[src/rtl/note_dispatcher_if.sv]
// Song-reader / voice-bank signal bundle for the note dispatcher.
// master drives notes, play/beat and voice completion; slave is the dispatcher.
interface note_dispatcher_if #(
    parameter int unsigned NUM_VOICES = 3,
    parameter int unsigned NOTE_W     = 6,
    parameter int unsigned DUR_W      = 6
);
    logic                  play;
    logic                  beat;
    logic                  note_valid;
    logic [NOTE_W-1:0]     note;
    logic [DUR_W-1:0]      duration;
    logic                  note_ready;
    logic [NUM_VOICES-1:0] voice_load;
    logic [NOTE_W-1:0]     voice_note;
    logic [DUR_W-1:0]      voice_duration;
    logic [NUM_VOICES-1:0] voice_done;
    logic [NUM_VOICES-1:0] voice_busy;
    logic                  all_idle;

    modport master (
        output play, beat, note_valid, note, duration, voice_done,
        input  note_ready, voice_load, voice_note, voice_duration, voice_busy, all_idle
    );

    modport slave (
        input  play, beat, note_valid, note, duration, voice_done,
        output note_ready, voice_load, voice_note, voice_duration, voice_busy, all_idle
    );
endinterface

[src/rtl/note_dispatcher.sv]
// Round-robin voice allocator and rest sequencer between the song reader
// and a bank of note_player voices.
module note_dispatcher #(
    parameter int unsigned NUM_VOICES = 3,
    parameter int unsigned NOTE_W     = 6,
    parameter int unsigned DUR_W      = 6
) (
    input  logic               clk,
    input  logic               reset,
    note_dispatcher_if.slave   bus
);
    localparam int unsigned PTR_W = (NUM_VOICES > 1) ? $clog2(NUM_VOICES) : 1;

    typedef enum logic [1:0] {
        S_IDLE = 2'd0,
        S_LOAD = 2'd1,
        S_REST = 2'd2
    } state_t;

    state_t                r_state;
    logic [PTR_W-1:0]      r_ptr;
    logic [NUM_VOICES-1:0] r_busy;
    logic [NUM_VOICES-1:0] r_load;
    logic [NOTE_W-1:0]     r_vnote;
    logic [DUR_W-1:0]      r_vdur;
    logic [DUR_W-1:0]      r_rest_cnt;

    logic [PTR_W-1:0]      w_pick;
    logic                  w_any_free;
    logic                  w_is_rest;
    logic                  w_xfer;
    logic [NUM_VOICES-1:0] w_busy_nxt;

    // First free voice searching upward from ptr+1 with wrap.
    always_comb begin
        w_pick     = '0;
        w_any_free = 1'b0;
        for (int unsigned k = 1; k <= NUM_VOICES; k++) begin
            if (!w_any_free && !r_busy[PTR_W'((32'(r_ptr) + k) % NUM_VOICES)]) begin
                w_pick     = PTR_W'((32'(r_ptr) + k) % NUM_VOICES);
                w_any_free = 1'b1;
            end
        end
    end

    assign w_is_rest      = (bus.note == '0);
    assign bus.note_ready = reset && (r_state == S_IDLE) && bus.play && (w_is_rest || w_any_free);
    assign w_xfer         = bus.note_valid && bus.note_ready;

    // r_load is nonzero only in LOAD, so OR-ing it last lets the set beat a same-cycle release.
    assign w_busy_nxt = (r_busy & ~bus.voice_done) | r_load;

    always_ff @(posedge clk or negedge reset) begin
        if (!reset) begin
            r_state    <= S_IDLE;
            r_ptr      <= PTR_W'(NUM_VOICES - 1);
            r_busy     <= '0;
            r_load     <= '0;
            r_vnote    <= '0;
            r_vdur     <= '0;
            r_rest_cnt <= '0;
        end else begin
            r_busy <= w_busy_nxt;
            r_load <= '0;
            case (r_state)
                S_IDLE: begin
                    if (w_xfer) begin
                        if (w_is_rest) begin
                            r_rest_cnt <= bus.duration;
                            r_state    <= S_REST;
                        end else begin
                            r_ptr   <= w_pick;
                            r_load  <= NUM_VOICES'(1) << w_pick;
                            r_vnote <= bus.note;
                            r_vdur  <= bus.duration;
                            r_state <= S_LOAD;
                        end
                    end
                end
                S_LOAD: begin
                    r_state <= S_IDLE;
                end
                S_REST: begin
                    if (r_rest_cnt == '0) begin
                        r_state <= S_IDLE;
                    end else if (bus.beat && bus.play) begin
                        r_rest_cnt <= r_rest_cnt - DUR_W'(1);
                        if (r_rest_cnt == DUR_W'(1)) begin
                            r_state <= S_IDLE;
                        end
                    end
                end
                default: begin
                    r_state <= S_IDLE;
                end
            endcase
        end
    end

    assign bus.voice_load     = r_load;
    assign bus.voice_note     = r_vnote;
    assign bus.voice_duration = r_vdur;
    assign bus.voice_busy     = r_busy;
    assign bus.all_idle       = (r_state == S_IDLE) && (r_busy == '0);

endmodule

[src/flat_wrapper.sv]
// flat-port wrapper written by rule: the top's interface ports become plain ports
module note_dispatcher_flat 
#(
    parameter int unsigned NUM_VOICES = 3,
    parameter int unsigned NOTE_W     = 6,
    parameter int unsigned DUR_W      = 6
)
  (clk, reset, bus_play, bus_beat, bus_note_valid, bus_note, bus_duration, bus_voice_done, bus_note_ready, bus_voice_load, bus_voice_note, bus_voice_duration, bus_voice_busy, bus_all_idle);
  note_dispatcher_if #(.NUM_VOICES(NUM_VOICES), .NOTE_W(NOTE_W), .DUR_W(DUR_W)) bus_i ();
  input  logic clk;
  input  logic reset;
  input wire logic [$bits(bus_i.play)-1:0] bus_play;
  input wire logic [$bits(bus_i.beat)-1:0] bus_beat;
  input wire logic [$bits(bus_i.note_valid)-1:0] bus_note_valid;
  input wire logic [$bits(bus_i.note)-1:0] bus_note;
  input wire logic [$bits(bus_i.duration)-1:0] bus_duration;
  input wire logic [$bits(bus_i.voice_done)-1:0] bus_voice_done;
  output wire logic [$bits(bus_i.note_ready)-1:0] bus_note_ready;
  output wire logic [$bits(bus_i.voice_load)-1:0] bus_voice_load;
  output wire logic [$bits(bus_i.voice_note)-1:0] bus_voice_note;
  output wire logic [$bits(bus_i.voice_duration)-1:0] bus_voice_duration;
  output wire logic [$bits(bus_i.voice_busy)-1:0] bus_voice_busy;
  output wire logic [$bits(bus_i.all_idle)-1:0] bus_all_idle;
  assign bus_i.play = bus_play;
  assign bus_i.beat = bus_beat;
  assign bus_i.note_valid = bus_note_valid;
  assign bus_i.note = bus_note;
  assign bus_i.duration = bus_duration;
  assign bus_i.voice_done = bus_voice_done;
  assign bus_note_ready = bus_i.note_ready;
  assign bus_voice_load = bus_i.voice_load;
  assign bus_voice_note = bus_i.voice_note;
  assign bus_voice_duration = bus_i.voice_duration;
  assign bus_voice_busy = bus_i.voice_busy;
  assign bus_all_idle = bus_i.all_idle;
  note_dispatcher #(.NUM_VOICES(NUM_VOICES), .NOTE_W(NOTE_W), .DUR_W(DUR_W)) u_core (.clk(clk), .reset(reset), .bus(bus_i));
endmodule
[config.mk]
export PLATFORM = sky130hd
export DESIGN_NAME = note_dispatcher_flat
export DESIGN_NICKNAME = d
export VERILOG_FILES = /design/src/rtl/note_dispatcher_if.sv /design/src/rtl/note_dispatcher.sv /design/src/flat_wrapper.sv
export SDC_FILE = /design/constraint.sdc
export NUM_CORES = 1
export LEC_CHECK = 0
export CAP_MARGIN = 40
export CORE_MARGIN = 4
export CORE_UTILIZATION = 30
export CTS_CLUSTER_SIZE = 12
export DETAILED_ROUTE_END_ITERATION = 16
export GPL_ROUTABILITY_DRIVEN = 0
export MAX_ROUTING_LAYER = met4
export PLACE_DENSITY_LB_ADDON = 0.1
export SYNTH_ARGS = -nofsm -noshare
export SYNTH_HDL_FRONTEND = slang
export SYNTH_SLANG_ARGS = --single-unit
[constraint.sdc]
create_clock -name clk -period 2 [get_ports clk]
set_input_delay 0.6 -clock clk [delete_from_list [all_inputs] [get_ports clk]]
set_output_delay 0.6 -clock clk [all_outputs]
set_load 0.05 [all_outputs]
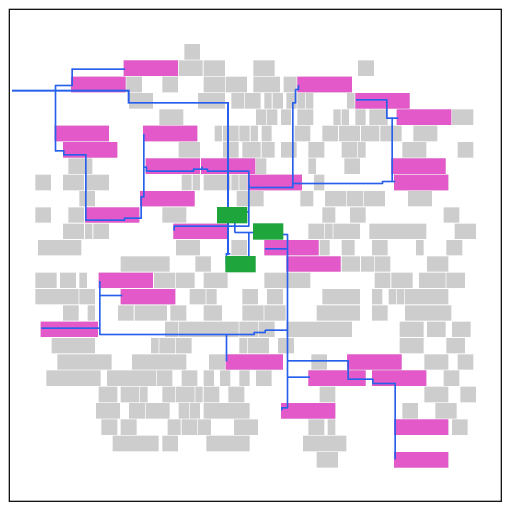
(run_1/clk_routes.png)
Drawn at 6 px/micron.
flip-flops: shown in magenta, count 28. clock wires: shown in blue, length 383 microns. clock drivers: shown in green, count 3.
There are 4 routed clock nets.
clock network latency to the later pin of the worst-skew pair: 0.27 ns
Clk pwr share: 0.116
worst clock skew on the final layout: 0.00880 ns
Clock group: 451 uW

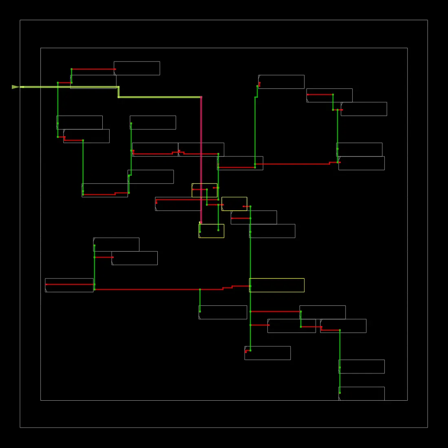
(run_1/clocks.png)
layout sequential cell count: 28
TritonCTS Buffers: 3
Sink Count: 28
Clock buffer cells: 3

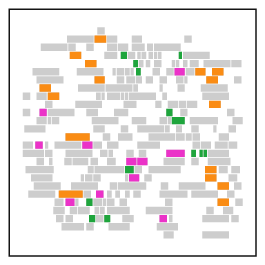
(run_1/logic_types.png)
Drawn at 3 px/micron.
mux cells: shown in orange, cells 16, most used mux2_1. nand cells: shown in green, cells 13, most used nand2b_1. non-inverting ao/oa cells: shown in magenta, cells 11, most used a21o_1.
logic share of the area: 0.379
highest-count logic cell in the final layout: buf_4
count of placed standard cells in the final layout, fillers left out: 299

==> results_tabular.tex, run 1 <==
% Auto-generated results table
\begin{tabular}{lr}
\hline
Metric & Value \\
\hline
\multicolumn{2}{l}{\textbf{Run status}} \\
\quad Outcome & finished, violations left \\
\quad Failing checks & negative setup slack \\
\multicolumn{2}{l}{\textbf{Synth}} \\
\quad Post-synthesis register bit count & 28 \\
\quad Leading register cell type out of synthesis & dfrtp\_1 \\
\quad Synth Seq Share & 0.430 \\
\quad Top post-synthesis cells by count & dfrtp\_1, inv\_1, mux2\_1 \\
\quad \# Cells Yosys & 151 \\
\quad Synth warnings & 0 \\
\quad Number of nets in the synthesized netlist & 177 \\
\quad Cells after synthesis & 151 \\
\quad Post-Syn Area & 1630 sq um \\
\quad Mapped Avg Cell Area & 10.8 sq um \\
\quad Fraction of registers with async set or reset after synthesis & 1.00 \\
\quad Post-synth tally of flip-flops with integrated enable & 0 \\
\quad Cell type with the largest total area after synthesis & dfrtp\_1 \\
\quad Share of the synthesized area in the top cell type & 0.414 \\
\quad Top cells, area & dfrtp\_1, mux2\_1, ha\_1, inv\_1, nor2\_1 \\
\multicolumn{2}{l}{\textbf{Final timing}} \\
\quad Tcrit/Tclk final & 1.34 \\
\quad Setup slack after layout & -0.684 ns \\
\quad Worst slew margin relative to its limit & 0.718 \\
\quad Worst-margin pin slew & 0.422 ns \\
\quad Final worst path period need & 2.68 ns \\
\quad Fmax & 0.373 GHz \\
\quad Setup\_tns & -3.69 ns \\
\quad Hold Violations, Final & 0 \\
\quad Setup repair after global routing missed its margin & true \\
\quad Worst Hold Slack & 0.481 ns \\
\quad Pins over their slew limit & 0 \\
\quad Final count of negative-setup-slack endpoints & 19 \\
\multicolumn{2}{l}{\textbf{Cells and area}} \\
\quad Post-route core utilization & 0.507 \\
\quad Final net count & 256 \\
\quad Share of final-layout standard cells stronger than drive strength 1 & 0.402 \\
\quad Synth-to-layout area growth & 61.6\% \\
\quad Antenna cell count & 0 \\
\quad Non-Filler Cell Area, Final & 2640 sq um \\
\multicolumn{2}{l}{\textbf{Floorplan}} \\
\quad Floorplan core area & 5200 sq um \\
\quad Overall chip area & 6690 sq um \\
\quad I/O Pins & 40 \\
\quad Starting density of the core & 0.314 \\
\quad Floorplan row count & 26 \\
\quad Die Span Y & 81.8 microns \\
\quad Width of the die & 81.8 microns \\
\multicolumn{2}{l}{\textbf{Worst hold path}} \\
\quad Path type of the worst min-delay path & register to register \\
\quad Worst hold path cell count & 1 \\
\quad Min-Delay Startpoint & u\_core.bus.voice\_load[1] \\
\multicolumn{2}{l}{\textbf{Pwr}} \\
\quad Max rail drop VDD & 0.777 mV \\
\quad Static leakage & 0.00119 uW \\
\quad Power Dens Cells & 1470 nW/um\^{}2 \\
\multicolumn{2}{l}{\textbf{Critical path}} \\
\quad Minimum setup slack among reg-to-reg paths & -0.29 ns \\
\quad Startpoint of the most critical register-to-register path & u\_core.r\_ptr[1] \\
\quad Top fanout value on the critical path & 4 \\
\quad Setup CP Type & register to output port \\
\quad Critical register-to-register path endpoint & u\_core.r\_ptr[0] \\
\quad Path depth of the worst reg2reg path & 7 \\
\quad Launching instance or port of the critical path & u\_core.r\_ptr[1] \\
\quad Crit path DRT & 1.40 ns \\
\quad Nature of the critical path endpoint & output port \\
\quad Buffers and inverters on the worst path & 2 \\
\quad Data arrival at the endpoint of the critical path & 2.08 ns \\
\quad Destination of the critical timing path & bus\_note\_ready \\
\quad Cell-by-cell trace of the critical path & buf\_12, ha\_4, mux2i\_4, o31a\_1, nor2\_4, a311oi\_4, buf\_12 \\
\quad Cell mode on critical path & buf\_12 \\
\quad Path length in cells of the critical path & 7 \\
\quad Startpoint class of the critical path & register \\
\quad Crit-path slowest cell & dfstp\_2 \\
\quad Kind of cell adding the most delay to the critical path & flip-flops \\
\multicolumn{2}{l}{\textbf{Global route}} \\
\quad Largest net degree at the start of global routing & 23 \\
\quad Global-route wire length before repair & 7310 microns \\
\quad M3 GR Usage & 0.0219 \\
\quad Met1 usage & 0.196 \\
\quad Antenna violations before repair & 0 \\
\quad Busiest layer in global routing & met2 \\
\quad Vias in the first global route & 1,497 \\
\quad Met2 global-route usage & 0.227 \\
\quad Overflow left after global routing & 0 \\
\quad GR Util All Layers & 0.144 \\
\multicolumn{2}{l}{\textbf{Flow run}} \\
\quad Number of warning messages in the logs & 33 \\
\quad Max Cap Violations & 0 \\
\multicolumn{2}{l}{\textbf{Clock network}} \\
\quad H-tree lvl count & 1 \\
\quad \# resized after CTS & 11 \\
\quad Clock transition at the registers of the reported paths & 0.10 ns \\
\quad Root Buffer & clkbuf\_8 \\
\quad CTS Hold Buffers Added & 0 \\
\quad CTS Buffer Depth & 2 \\
\quad Number of buffers inserted by post-CTS setup repair & 1 \\
\multicolumn{2}{l}{\textbf{Route}} \\
\quad Drt initial violations & 75 \\
\quad Mean number of vias per cell & 4.92 \\
\quad Post-detailed-route wirelength per cell & 14.5 microns \\
\quad Final antenna-violating net count & 0 \\
\quad First-pass iteration count of the detailed router & 4 \\
\quad DRC violations left & 0 \\
\quad Overall via count from detail\_route & 1,471 \\
\multicolumn{2}{l}{\textbf{Placement}} \\
\quad Placed wire-length estimate after detailed placement & 3470 microns \\
\quad Area after detailed placement & 2510 sq um \\
\quad Placed Cells incl. Taps & 294 \\
\quad Buffers on Ports & 39 \\
\hline
\end{tabular}
==> run 1: cells in the final DEF, fill, tap and decap left out, types with 3 or more instances in the layout <==
master	instances
a21oi_1	6
nor2_1	9
ha_4	3
clkdlybuf4s50_1	14
nor3_1	5
clkbuf_8	3
dfrtp_1	25
nand2b_1	5
inv_1	13
dlygate4sd2_1	4
buf_4	50
nand3_1	3
nand2_1	3
buf_12	7
o21ai_0	4
mux2_1	12
a21o_1	3
==> run 1: final cells by class <==
class	instances	area [sq um]
Clock buffer	3	41.3
Clock inverter	1	30.0
Fill cell	479	2570
Inverter	13	48.8
Multi-Input combinational cell	106	1000
Sequential cell	28	704
Tap cell	70	87.6
Timing Repair Buffer	78	726
==> run 1: cell families (layout without fill, tap and decap cells) <==
| kind of cell | after synthesis | after routing | synth area share |
|---|---|---|---|
| flip-flops | 28 | 28 | 0.430 |
| buffers and inverters | 17 | 95 | 0.0490 |
| AND/OR/NAND/NOR | 42 | 42 | 0.159 |
| multiplexers | 16 | 16 | 0.107 |
| AND-OR/OR-AND | 42 | 42 | 0.209 |
| adder cells (fa/ha/maj) | 6 | 6 | 0.0460 |
==> run 1: power breakdown <==
part | total, uW | switching [uW] | internal [uW]
combinational | 2530 | 1320 | 1210
clock | 451 | 183 | 268
sequential | 895 | 163 | 732
==> run 1: sequential cells by signal, indices dropped and copies added (netlist names) <==
name,count
u_core.bus.voice_note,6
u_core.r_ptr,2
u_core.bus.voice_busy,3
u_core.bus.voice_load,3
u_core.r_state,2
u_core.bus.voice_duration,6
u_core.r_rest_cnt,6
==> run 1: layer usage <==
metal	share of wire	vias to the layer above
li1	-	719
met1	0.47	695
met2	0.46	53
met3	0.059	4
met4	0.0092	0
met5	0	-
==> run_1/layer_met3.png <==
Drawn at 6 px/micron.
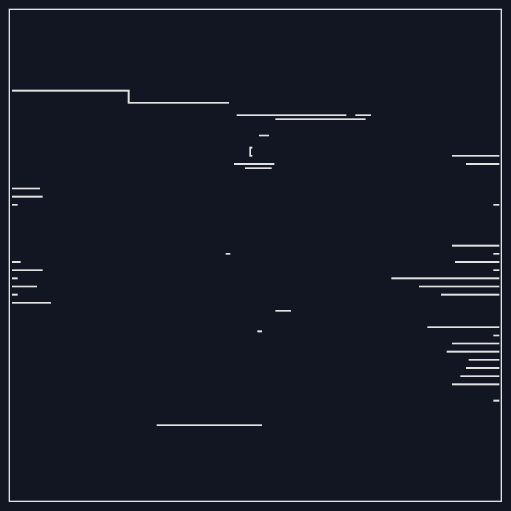

--- run 2 (diff from run 1) ---
==> constraint.sdc (replaced) <==
create_clock -name clk -period 2 [get_ports clk]
set_input_delay 0.6 -clock clk [delete_from_list [all_inputs] [get_ports clk]]
set_output_delay 0.6 -clock clk [all_outputs]
set_load 0.1 [all_outputs]
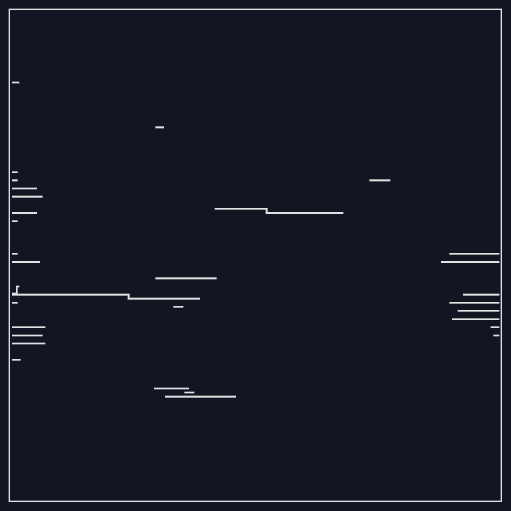
(run_2/layer_met3.png)
Drawn at 6 px/micron.
28 nets have wire on it. The longest straight run is 19.3 microns. The layer carries 175 microns of wire. The wires run mostly horizontal.
M3 GR Usage: 0.0219
overall via count from detail_route: 1,490
Post-Route WL: 4630 microns

==> run 2 against run 1 <==
  * The flow still finishes with violations (negative setup slack)
  * Combinational power is 31% higher
  * Maximum frequency rose by 1.3%
  * First-iteration DRC count is 35% lower
  * Critical path depth down 1
  * Largest power group unchanged
  * Routed wire length rose by 6.5%
  * Global-route usage is 0.98 points higher
  * Die size unchanged
  * Worst hold slack better by 0.047 ns
  * Count of clock-buffer cells in the layout rose by 1
  * Clock skew is 0.0012 ns lower
==> results_tabular.tex, run 2 <==
% Auto-generated results table
\begin{tabular}{lr}
\hline
Metric & Value \\
\hline
\multicolumn{2}{l}{\textbf{Floorplan}} \\
\quad Overall chip area & 6690 sq um (unchanged) \\
\quad Die Span Y & 81.8 microns (unchanged) \\
\quad Width of the die & 81.8 microns (unchanged) \\
\quad Starting density of the core & 0.314 (unchanged) \\
\quad Floorplan row count & 26 (unchanged) \\
\quad I/O Pins & 40 (unchanged) \\
\quad Floorplan core area & 5200 sq um (unchanged) \\
\multicolumn{2}{l}{\textbf{Pwr}} \\
\quad Power Sequential & 957 uW (+6.9\%) \\
\quad Power Dens Cells & 1600 nW/um\^{}2 (+8.8\%) \\
\quad Reported net switching power & 2230 uW (+34\%) \\
\quad P\_comb & 3320 uW (+31\%) \\
\quad Static leakage & 0.00129 uW (+8.4\%) \\
\quad Switching share of total power & 0.480 (+0.0514) \\
\quad Design internal power & 2410 uW (+8.9\%) \\
\quad Clk pwr share & 0.077 (-0.039) \\
\quad Fraction of power consumed by sequential logic & 0.207 (-0.024) \\
\multicolumn{2}{l}{\textbf{Global route}} \\
\quad Vias in the first global route & 1,584 (+5.8\%) \\
\quad Overflow left after global routing & 0 (unchanged) \\
\quad Met2 global-route usage & 0.263 (+0.0355) \\
\quad Busiest layer in global routing & met2 \\
\quad Met1 usage & 0.185 (-0.0106) \\
\multicolumn{2}{l}{\textbf{Synth}} \\
\quad Post-synthesis register bit count & 28 (unchanged) \\
\quad Synth Area in XOR/XNOR & 0 (unchanged) \\
\quad Area share of fa/ha/maj cells after synthesis & 0.0460 (unchanged) \\
\quad Synth Seq Share & 0.430 (unchanged) \\
\quad Number of nets in the synthesized netlist & 177 (unchanged) \\
\quad Share of synthesized cell area in and-or and or-and compound cells & 0.209 (unchanged) \\
\quad Top cells, area & dfrtp\_1, mux2\_1, ha\_1, inv\_1, nor2\_1 \\
\quad Main logic family after synthesis & AND-OR/OR-AND gates \\
\quad Cells after synthesis & 151 (unchanged) \\
\quad \# Cells Yosys & 151 (unchanged) \\
\quad Leading register cell type out of synthesis & dfrtp\_1 \\
\quad Mux share & 0.107 (unchanged) \\
\quad Synth warnings & 0 (unchanged) \\
\quad Top post-synthesis cells by count & dfrtp\_1, inv\_1, mux2\_1 \\
\multicolumn{2}{l}{\textbf{Final timing}} \\
\quad Fmax & 0.377 GHz (+1.3\%) \\
\quad Final worst path period need & 2.65 ns (-0.0353 ns) \\
\quad Final count of negative-setup-slack endpoints & 19 (unchanged) \\
\quad Pins over their slew limit & 0 (unchanged) \\
\quad Hold Violations, Final & 0 (unchanged) \\
\quad Setup slack after layout & -0.649 ns (+0.0353 ns) \\
\quad Worst-margin pin slew & 0.340 ns (-0.0820 ns) \\
\quad Tcrit/Tclk final & 1.32 (-0.0177) \\
\multicolumn{2}{l}{\textbf{Cells and area}} \\
\quad Final net count & 258 (+0.78\%) \\
\quad Antenna cell count & 0 (unchanged) \\
\quad Highest-count logic cell in the final layout & buf\_4 \\
\quad Most frequent cells in the layout & buf\_4, dfrtp\_1, buf\_12, clkdlybuf4s50\_1 \\
\quad Number of filler instances in the final layout & 458 (-4.4\%) \\
\quad Share of final-layout standard cells stronger than drive strength 1 & 0.476 (+0.0744) \\
\quad Post-route core utilization & 0.557 (+0.0502) \\
\quad Synth-to-layout area growth & 77.6\% \\
\multicolumn{2}{l}{\textbf{Critical path}} \\
\quad Kind of cell adding the most delay to the critical path & flip-flops \\
\quad Crit path DRT & 1.40 ns (about the same) \\
\quad Top fanout value on the critical path & 4 (unchanged) \\
\quad Setup CP Type & register to output port \\
\quad Crit-path slowest cell & dfstp\_2 \\
\quad Startpoint class of the critical path & register \\
\quad Nature of the critical path endpoint & output port \\
\quad Cell-by-cell trace of the critical path & buf\_6, ha\_4, mux2i\_4, o2bb2ai\_4, a311oi\_4, buf\_12 \\
\quad Data arrival at the endpoint of the critical path & 2.05 ns (-0.03 ns) \\
\quad Buffers and inverters on the worst path & 2 (unchanged) \\
\multicolumn{2}{l}{\textbf{Route}} \\
\quad DR WL met2 & 2400 microns (+20\%) \\
\quad Met1 WL & 1990 microns (-2.4\%) \\
\quad Met3 wire len & 175 microns (-32\%) \\
\quad Top metal layer carrying routed signals & met4 \\
\quad Drt initial violations & 49 (-35\%) \\
\quad Mean number of vias per cell & 4.95 (+0.62\%) \\
\multicolumn{2}{l}{\textbf{Placement}} \\
\quad Placed wire-length estimate after detailed placement & 3610 microns (+4.2\%) \\
\quad Buffers on Ports & 39 (unchanged) \\
\quad Placed Cells incl. Taps & 292 (-0.68\%) \\
\multicolumn{2}{l}{\textbf{Clock network}} \\
\quad CTS Buffer Depth & 2 (unchanged) \\
\quad Clock network latency to the later pin of the worst-skew pair & 0.28 ns (about the same) \\
\quad TritonCTS Buffers & 3 (unchanged) \\
\quad Sink Count & 28 (unchanged) \\
\quad Clock transition at the registers of the reported paths & 0.10 ns (about the same) \\
\quad H-tree lvl count & 1 (unchanged) \\
\multicolumn{2}{l}{\textbf{Flow run}} \\
\quad Number of warning messages in the logs & 33 (unchanged) \\
\quad Max Cap Violations & 0 (unchanged) \\
\multicolumn{2}{l}{\textbf{Run status}} \\
\quad Outcome & finished, violations left \\
\quad Failing checks & negative setup slack \\
\hline
\end{tabular}
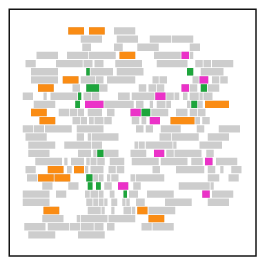
(run_2/logic_types.png)
Drawn at 3 px/micron.
mux cells: shown in orange, cells 16, most used mux2_4. non-inverting ao/oa cells: shown in magenta, cells 11, most used a21o_1. nand cells: shown in green, cells 13, most used nand2b_1.
logic share of the area: 0.364
count of placed standard cells in the final layout, fillers left out: 301

-- run 2: netlist changes by cell type in the layout (fill, tap and decap cells not counted), sizes merged --
cell,previous run,this run
bufinv,1,0
clkbuf,3,5
clkdlybuf4s50,14,15
dlymetal6s2s,1,0
buf,59,60
-- run 2: layout make-up --
type | instances | area [sq um] | share of cell area
Sequential cell | 28 | 711 | 0.245
Timing Repair Buffer | 80 | 942 | 0.325
Tap cell | 70 | 87.6 | 0.0302
Multi-Input combinational cell | 106 | 1060 | 0.364
Clock buffer | 4 | 55.1 | 0.0190
Inverter | 13 | 48.8 | 0.0168
-- run 2: timing repair --
action,CTS,global route
gates resized,26,8
pin swaps,10,2
endpoints found under the hold margin,0,0
buffers inserted,4,0
gates cloned,1,0
endpoints found under the setup margin,19,23
-- run 2: per-stage QoR --
step                setup TNS [ns]  area [sq um]  setup WS, ns  power, uW  hold WS, ns
floorplan                    -1.78          1760        -0.727       2770        0.304
detailed placement          -10.87          2680        -0.641       4050        0.509
finish                       -3.61          2900        -0.649       4630        0.529
CTS                          -4.31          2870        -0.657       4610        0.537
global placement             -9.90          2680        -0.605       4000        0.502
global route                 -4.92          2900        -0.717       4870        0.549
-- run 2: final timing paths --
check | depth (start not counted) | endpoint | slack, ns | from
hold / removal | 1 | u_core.bus.voice_busy[0] | 0.53 | u_core.bus.voice_load[0]
max in group asynchronous | 3 | u_core.r_ptr[1] | 0.85 | reset
hold reg to reg | 1 | u_core.bus.voice_busy[0] | 0.53 | u_core.bus.voice_load[0]
setup / recovery | 6 | bus_note_ready | -0.65 | u_core.r_ptr[1]
setup reg to reg | 9 | u_core.bus.voice_note[3] | -0.21 | u_core.r_ptr[1]
min in group asynchronous | 2 | u_core.bus.voice_note[1] | 0.71 | reset
No activity file was given, so power comes from the tool's default toggle rates.
